run_1/pdn.png
Bar = 50 µm. Pins as bars on the die edge. Tap cells in gray.
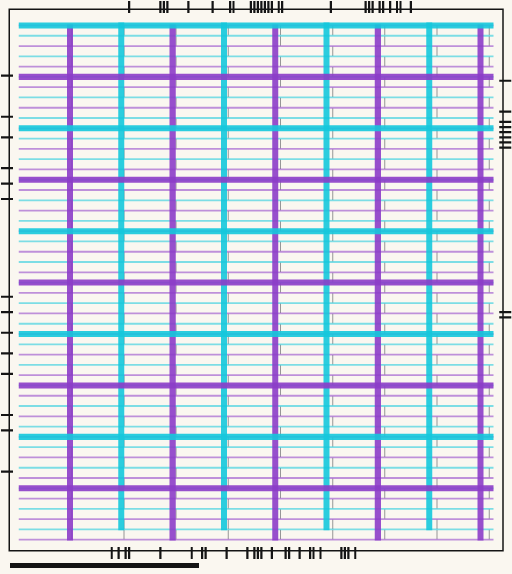
run_1/registers.png
Bar = 50 µm. Other sequential cells in the stronger gray, the rest of the logic in the fainter gray.
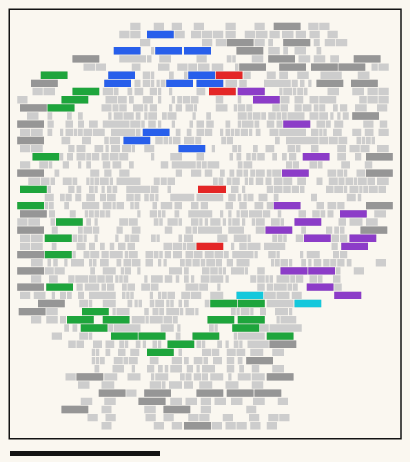
run_1/density.png
Bar = 50 µm. 13 x 14 tiles, from white (low) to dark blue (high), 0 to 100% covered.
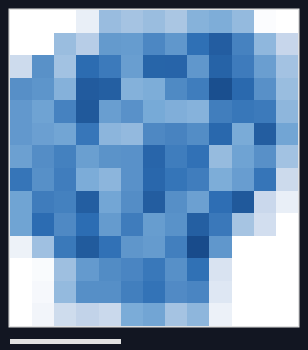
===== config.mk =====
export PLATFORM = sky130hd
export DESIGN_NAME = adc_block_averager
export DESIGN_NICKNAME = d
export VERILOG_FILES = /design/src/rtl/adc_block_averager.sv
export SDC_FILE = /design/constraint.sdc
export NUM_CORES = 1
export LEC_CHECK = 0
export CORE_ASPECT_RATIO = 1.1
export CORE_MARGIN = 2
export CORE_UTILIZATION = 45
export DETAILED_ROUTE_END_ITERATION = 7
export PLACE_DENSITY = 0.69
export SLEW_MARGIN = 20
export SYNTH_ARGS = -nofsm -noshare
export SYNTH_HDL_FRONTEND = slang
export SYNTH_SLANG_ARGS = --single-unit

===== constraint.sdc =====
create_clock -name ADC_CLK -period 3.9 [get_ports ADC_CLK]
set_input_delay 0.39 -clock ADC_CLK [delete_from_list [all_inputs] [get_ports ADC_CLK]]
set_output_delay 0.39 -clock ADC_CLK [all_outputs]
set_load 0.005 [all_outputs]

===== src/rtl/adc_block_averager.sv =====
// adc_block_averager
// Conditioning stage for the SPGD loop. After each START it throws away a
// programmable number of settling samples, sums 2^L raw ADC codes, and then
// presents the exact sum and the round-half-up mean with a one-cycle VALID.
// Everything runs in the ADC clock domain.

module adc_block_averager #(
  parameter int ADC_WIDTH    = 12,
  parameter int MAX_LOG2     = 14,
  parameter int SETTLE_WIDTH = 16
) (
  input  logic                          ADC_CLK,
  input  logic                          RST,
  input  logic [ADC_WIDTH-1:0]          ADC_DATA_IN,
  input  logic                          START,
  input  logic [3:0]                    LOG2_N,
  input  logic [SETTLE_WIDTH-1:0]       SETTLE_CYCLES,
  output logic                          BUSY,
  output logic                          VALID,
  output logic [ADC_WIDTH-1:0]          AVE_OUT,
  output logic [ADC_WIDTH+MAX_LOG2-1:0] SUM_OUT
);

  // The accumulator is wide enough to hold 2^MAX_LOG2 full-scale codes, so
  // it can never wrap.
  localparam int SUM_W = ADC_WIDTH + MAX_LOG2;

  // One shared counter serves both the settle phase and the sample phase,
  // so it has to cover the larger of the two ranges.
  localparam int CNT_W = (SETTLE_WIDTH > MAX_LOG2 + 1) ? SETTLE_WIDTH : MAX_LOG2 + 1;

  typedef enum logic [1:0] {
    IDLE,
    SETTLE,
    ACCUM,
    OUTPUT
  } state_t;

  state_t                  state;
  state_t                  state_next;

  logic [3:0]              l_eff;
  logic [SETTLE_WIDTH-1:0] settle_len;
  logic [CNT_W-1:0]        counter;
  logic [SUM_W-1:0]        accum;

  logic [3:0]              l_eff_start;
  logic                    settle_done;
  logic                    accum_done;
  logic [SUM_W-1:0]        round_term;
  logic [ADC_WIDTH-1:0]    ave_next;

  // A LOG2_N above the supported maximum is clamped rather than rejected.
  always_comb begin
    l_eff_start = LOG2_N;
    if (LOG2_N > 4'(MAX_LOG2)) begin
      l_eff_start = 4'(MAX_LOG2);
    end
  end

  // Terminal-count decodes for the settle and sample phases, and the rounded
  // mean. When L is zero the mean is the single sample, so no rounding term
  // is added.
  always_comb begin
    settle_done = (counter == (CNT_W'(settle_len) - CNT_W'(1)));
    accum_done  = (counter == ((CNT_W'(1) << l_eff) - CNT_W'(1)));
    round_term  = '0;
    if (l_eff != 4'd0) begin
      round_term = SUM_W'(1) << (l_eff - 4'd1);
    end
    ave_next = ADC_WIDTH'((accum + round_term) >> l_eff);
  end

  // State register.
  always_ff @(posedge ADC_CLK or posedge RST) begin
    if (RST) begin
      state <= IDLE;
    end else begin
      state <= state_next;
    end
  end

  // Next-state logic. START is only looked at in IDLE, so a START during a
  // block is dropped rather than queued. A zero settle count skips SETTLE.
  always_comb begin
    state_next = state;
    case (state)
      IDLE: begin
        if (START) begin
          if (SETTLE_CYCLES != '0) begin
            state_next = SETTLE;
          end else begin
            state_next = ACCUM;
          end
        end
      end
      SETTLE: begin
        if (settle_done) begin
          state_next = ACCUM;
        end
      end
      ACCUM: begin
        if (accum_done) begin
          state_next = OUTPUT;
        end
      end
      OUTPUT: begin
        state_next = IDLE;
      end
      default: begin
        state_next = IDLE;
      end
    endcase
  end

  // Datapath. Block parameters are captured at START so that later changes
  // on LOG2_N or SETTLE_CYCLES cannot disturb a block already running. The
  // outputs hold between blocks and change only on the OUTPUT exit edge.
  always_ff @(posedge ADC_CLK or posedge RST) begin
    if (RST) begin
      l_eff      <= '0;
      settle_len <= '0;
      counter    <= '0;
      accum      <= '0;
      VALID      <= 1'b0;
      AVE_OUT    <= '0;
      SUM_OUT    <= '0;
    end else begin
      VALID <= (state == OUTPUT);
      case (state)
        IDLE: begin
          if (START) begin
            l_eff      <= l_eff_start;
            settle_len <= SETTLE_CYCLES;
            counter    <= '0;
            accum      <= '0;
          end
        end
        SETTLE: begin
          if (settle_done) begin
            counter <= '0;
          end else begin
            counter <= counter + CNT_W'(1);
          end
        end
        ACCUM: begin
          accum   <= accum + SUM_W'(ADC_DATA_IN);
          counter <= counter + CNT_W'(1);
        end
        OUTPUT: begin
          SUM_OUT <= accum;
          AVE_OUT <= ave_next;
        end
        default: begin
          counter <= '0;
        end
      endcase
    end
  end

  // BUSY covers every state except IDLE, so it drops in the VALID cycle.
  assign BUSY = (state != IDLE);

endmodule


==> flow_summary_export.csv, run 1 <==
group,metric,value,unit
run_status,outcome,"finished, final reports clean",
power_and_ir_drop,p_total,2.16,mW
clock_network,clockBufferDepth,2,
drt,wl_per_cell,17.4,µm
drt,ant_nets,0,
final_timing,fmax,272,MHz
clock_network,root_buffer,"clkbuf_16",
drt,met1_length,8.72,mm
final_timing,report.final.setup_viol,0,
yosys,top_area_share,32.7,%
yosys,synth.distinct_cells,76,
cells_and_area,antenna_cells,0,
global_routing,grtUsageMet2,41.9,%
global_routing,antenna_found_initial,0,
place,io_buffers,74,
cells_and_area,fin_area,0.00932,mm²
yosys,yosys_warnings,0,
yosys,flop_cell,"dfrtp_1",
floorplan,rows,50,
critical_path,slowest_stage,"or4_1",
hold_path,hold_path_class,"input pin to async pin",
place,placed_area,0.00895,mm²
cells_and_area,utilization,54.6,%
yosys,avgSynthCellArea,8.97,µm²
cells_and_area,layout_top_cells,"102 x dfrtp_1, 77 x nand2_1, 74 x clkdlybuf4s50_1",
final_timing,rsz0062_at_grt,"false",
critical_path,critPathKind,"flop to flop",
power_and_ir_drop,power-top-group,"sequential cells",
floorplan,chipArea,0.0186,mm²
final_timing,relSlewSlack,50.4,%
critical_path,r2r_slack,230,ps
final_timing,holdWs,505,ps
drt,vias,6919,
place,place_hpwl,15.5,mm
yosys,syn_nets,952,
cells_and_area,area_growth,18.3,%
critical_path,crit_end,"AVE_OUT[5]",
clock_network,htree_levels,3,
power_and_ir_drop,power_switching_share,21.7,%
floorplan,fp_util,46.2,%
cells_and_area,drive_gt1_share,13.9,%
power_and_ir_drop,pg_clk,1.01,mW
power_and_ir_drop,power_combinational,83.2,µW
clock_network,cts_buffers,9,
critical_path,cp_cell_sequence,"inv_1 > nand2_1 > nor2_1 > ha_1 > inv_1 > fa_1 > nand2b_1 > a21oi_2 > o211ai_1 > and3b_1 > o21a_1 > or4_1 > o221ai_1 > a21bo_2 > o211ai_1",
global_routing,grt_pass1_vias,6836,
power_and_ir_drop,powerSeq,1.07,mW
critical_path,r2r_cells,15,
drt,first_pass_iters,5,
clock_network,clock_sinks,103,
yosys,synth-edff-count,0,
drt,totalWireLength,20.6,mm
power_and_ir_drop,combPwrFrac,3.9,%
final_timing,finalMaxSlewViolations,0,
cells_and_area,mostFrequentLayoutCell,"dfrtp_1",
clock_network,post_cts_buffers,0,
clock_network,path_clk_slew,80,ps
drt,drc,0,
critical_path,path_max_fanout,5,
run,tool_warnings,31,
drt,highest_layer,"met4",
critical_path,required,4170,ps
yosys,topCellsByArea,"dfrtp_1 33%, mux2_2 7.4%, ha_1 5.7%",
yosys,ys.flops,103,
final_timing,final_hold_viol_count,0,
critical_path,r2r_end,"AVE_OUT[5]",
floorplan,io_pins,75,
drt,wl_met3,786,µm
power_and_ir_drop,p_leak,4.14,nW
power_and_ir_drop,clockPowerShare,46.6,%
power_and_ir_drop,powerDensity,231,mW/mm²
final_timing,period_used_share,94.2,%
clock_network,ctsHoldBuffers,0,
final_timing,tightestPinTransition,744,ps
global_routing,grt-ovfl-total,0,
power_and_ir_drop,p_switching,467,µW
global_routing,met1_usage,28.3,%
Back to the opening pictures, pdn.png:
[VSS] purple
[VDD] cyan
met5 straps: 10
met4 straps: 9
Core ar.: 0.0171 mm²
Die X: 130 µm
VDD IR max: 0.000198 V

Back to the opening pictures, registers.png:
[state] cyan | placed flops: 2
[AVE_OUT] blue | placed flops: 12 | where: top center
[accum] green | placed flops: 26
[counter] purple | placed flops: 16 | where: middle right
[l_eff] red | placed flops: 4

Back to the opening pictures, density.png:
mean over tiles: 49%
tiles over 75% full: 12%
nearly empty tiles: 13%
emptiest ninth of the die: lower right

run 1: cells by family (layout without fill, tap and decap cells):
kind of cell | after synthesis | after routing | share of synthesized area, %
mux | 70 | 70 | 10.8
other cells | 1 | 1 | 0.0476
simple gates | 271 | 271 | 17.3
compound gates | 240 | 240 | 20.2
flops | 103 | 103 | 32.7
xor+xnor | 77 | 77 | 8.56
fa+ha+maj | 38 | 38 | 6.22
buf+inv | 79 | 150 | 4.19
run 1: final cells by class:
class / instances / area, µm² / area share, %
timing repair buffer: 105 / 1010 / 10.8
inverter: 29 / 111 / 1.19
sequential: 103 / 2580 / 27.7
clock inverter: 5 / 81.3 / 0.872
tap: 234 / 293 / 3.14
multi-input combinational: 697 / 5010 / 53.7
clock buffer: 11 / 243 / 2.60
run 1: sequential cells by signal, summed over array words and instances (netlist names):
register,flops
accum,26
SUM_OUT,26
l_eff,4
AVE_OUT,12
VALID,1
settle_len,16
state,2
counter,16
run 1: Yosys cell counts, types with 16 or more instances:
| library cell | count |
|---|---|
| xor2_1 | 28 |
| nand3_1 | 21 |
| inv_1 | 28 |
| xnor2_1 | 49 |
| a21oi_1 | 55 |
| nor3b_1 | 16 |
| nor3_1 | 20 |
| nor2_1 | 60 |
| ha_1 | 36 |
| dfrtp_1 | 103 |
| nand2_1 | 78 |
| a21o_1 | 21 |
| o21ai_0 | 59 |
| mux2_2 | 52 |
| clkbuf_1 | 38 |
run 1: through the flow:
stage / setup WS (ps) / setup TNS (ps) / instances
2_1_floorplan: -76.6 / -76.6 / 879
3_3_place_gp: 181 / 0 / 1167
3_5_place_dp: 65.3 / 0 / 1167
4_1_cts: 43.8 / 0 / 1183
5_1_grt: 18.8 / 0 / 1184
6_report: 226 / 0 / 1184
==> run 2: changes to the inputs <==
--- a/config.mk
+++ b/config.mk
@@ -5,6 +5,7 @@
 export SDC_FILE = /design/constraint.sdc
 export NUM_CORES = 1
 export LEC_CHECK = 0
+export CAP_MARGIN = 10
 export CORE_ASPECT_RATIO = 1.1
 export CORE_MARGIN = 2
 export CORE_UTILIZATION = 45
==> run 2 against run 1 <==
Effect of this change: final area unchanged; critical path depth is the same; clock power barely moved; fmax stayed put; count of clock-buffer cells in the layout stayed put; combinational power about the same; synthesized area unchanged; via count did not move; highest routed layer unchanged.
==> flow_summary_export.csv, run 2 <==
group,metric,value,unit
run_status,outcome,"finished, final reports clean",
final_timing,final_hold_viol_count,0,
cells_and_area,fin_area,0.00932,mm²
cells_and_area,antenna_cells,0,
drt,vias,6919,
drt,first_pass_iters,5,
critical_path,crit_end,"AVE_OUT[5]",
place,io_buffers,74,
power_and_ir_drop,powerSeq,1.07,mW
critical_path,r2r_slack,230,ps
yosys,avgSynthCellArea,8.97,µm²
clock_network,clockBufferDepth,2,
yosys,topCellsByArea,"dfrtp_1 33%, mux2_2 7.4%, ha_1 5.7%",
yosys,flop_cell,"dfrtp_1",
final_timing,finalSetupTns,0,ps
critical_path,slowest_stage,"or4_1",
yosys,fa_ha_area_share,6.22,%
yosys,synth.distinct_cells,76,
clock_network,clock_sinks,103,
yosys,syn_nets,952,
critical_path,critPathKind,"flop to flop",
power_and_ir_drop,power_switching_share,21.7,%
final_timing,report.final.setup_viol,0,
final_timing,holdWs,505,ps
power_and_ir_drop,power-top-group,"sequential cells",
yosys,yosys_warnings,0,
floorplan,fp_util,46.2,%
yosys,top_cells_by_count,"103 x dfrtp_1, 78 x nand2_1, 60 x nor2_1",
floorplan,chipWidth,130,µm
yosys,mux_share,10.8,%
yosys,top_cell,"dfrtp_1",
power_and_ir_drop,p_leak,4.14,nW
critical_path,required,4170,ps
power_and_ir_drop,combPwrFrac,3.9,%
drt,wl_per_cell,17.4,µm
cells_and_area,fin_cells,1184,
hold_path,hold_path_class,"input pin to async pin",
global_routing,grt-ovfl-total,0,
critical_path,cp_cell_sequence,"inv_1 > nand2_1 > nor2_1 > ha_1 > inv_1 > fa_1 > nand2b_1 > a21oi_2 > o211ai_1 > and3b_1 > o21a_1 > or4_1 > o221ai_1 > a21bo_2 > o211ai_1",
floorplan,core_area,0.0171,mm²
global_routing,grt_pass1_vias,6836,
final_timing,tightestPinTransition,744,ps
power_and_ir_drop,clockPowerShare,46.6,%
run,tool_warnings,31,
critical_path,r2r_cells,15,
cells_and_area,reg_top3,"SUM_OUT (26), accum (26)",
yosys,synth-simple-area-share,17.3,%
global_routing,antenna_found_initial,0,
final_timing,fmax,272,MHz
power_and_ir_drop,p_switching,467,µW
final_timing,rsz0062_at_grt,"false",
power_and_ir_drop,powerDensity,231,mW/mm²
cells_and_area,layout_top_cells,"102 x dfrtp_1, 77 x nand2_1, 74 x clkdlybuf4s50_1",
drt,ant_nets,0,
final_timing,period_used_share,94.2,%
place,place_hpwl,15.5,mm
floorplan,chipArea,0.0186,mm²
cells_and_area,area_growth,18.3,%
yosys,top_area_share,32.7,%
yosys,synth-edff-count,0,
place,place_inst,1167,
clock_network,cts_buffers,9,
drt,drc,0,
clock_network,path_clk_slew,80,ps
power_and_ir_drop,power_combinational,83.2,µW
power_and_ir_drop,p_total,2.16,mW
==> run 2: cell counts after synthesis <==
Identical to the previous run, type by type.
==> run 2: stage by stage <==
step / utilization (%) / setup WS [ps]
after floorplan: - / -76.6
after global placement: 52.4 / 181
after detailed placement: 52.4 / 65.3
after CTS: 54.3 / 43.8
after global routing: 54.6 / 18.8
final: 54.6 / 226
==> run 2: how the worst min path moves through the flow <==
| stage | from | endpoint |
|---|---|---|
| after floorplan | AVE_OUT[5] | AVE_OUT[5] |
| after global placement | SUM_OUT[20] | SUM_OUT[20] |
| after detailed placement | SUM_OUT[12] | SUM_OUT[12] |
| after CTS | SUM_OUT[20] | SUM_OUT[20] |
| after global routing | SUM_OUT[7] | SUM_OUT[7] |
| final | RST | settle_len[4] |
==> run 2: what timing repair did <==
action | in CTS | in global routing
buffers inserted | 0 | 1
setup endpoints to repair | 0 | 11
hold buffers | 0 | 0
resized | 0 | 10
==> run 2: area by class of cell <==
| class | instances | area, µm² | share of cell area, % |
|---|---|---|---|
| multi-input combinational | 697 | 5010 | 53.7 |
| sequential | 103 | 2580 | 27.7 |
| timing repair buffer | 105 | 1010 | 10.8 |
| tap | 234 | 293 | 3.14 |
| clock buffer | 11 | 243 | 2.60 |
| inverter | 29 | 111 | 1.19 |
| clock inverter | 5 | 81.3 | 0.872 |
==> run 2: cell families after synthesis <==
| logic type | count (synthesis) |
|---|---|
| and+or+nand+nor | 271 |
| AOI/OAI and AO/OA | 240 |
| DFF | 103 |
| buffers and inverters | 79 |
| xor gates and xnor gates | 77 |
| muxes | 70 |
| adders and majority gates | 38 |
| other | 1 |
==> run 2: metal layers <==
metal	part of all wire, %	track usage, %	up-vias
met5	0	0	-
met4	2.3	7.19	0
met3	3.8	3.60	38
met2	52	41.9	158
met1	42	28.3	3359
li1	-	-	3364
run_2/pdn.png
Bar = 50 µm. Pins as bars on the die edge. Tap cells in gray.
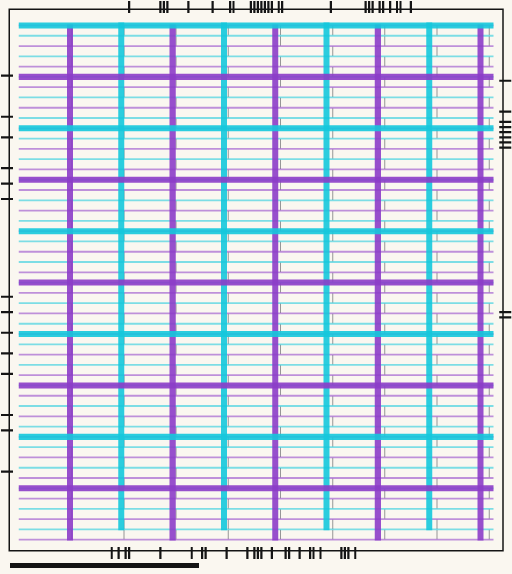
[VSS] purple
[VDD] cyan
signal pins: 75
rows: 50

Power figures rest on the tool's default switching activity, not on a simulated workload.
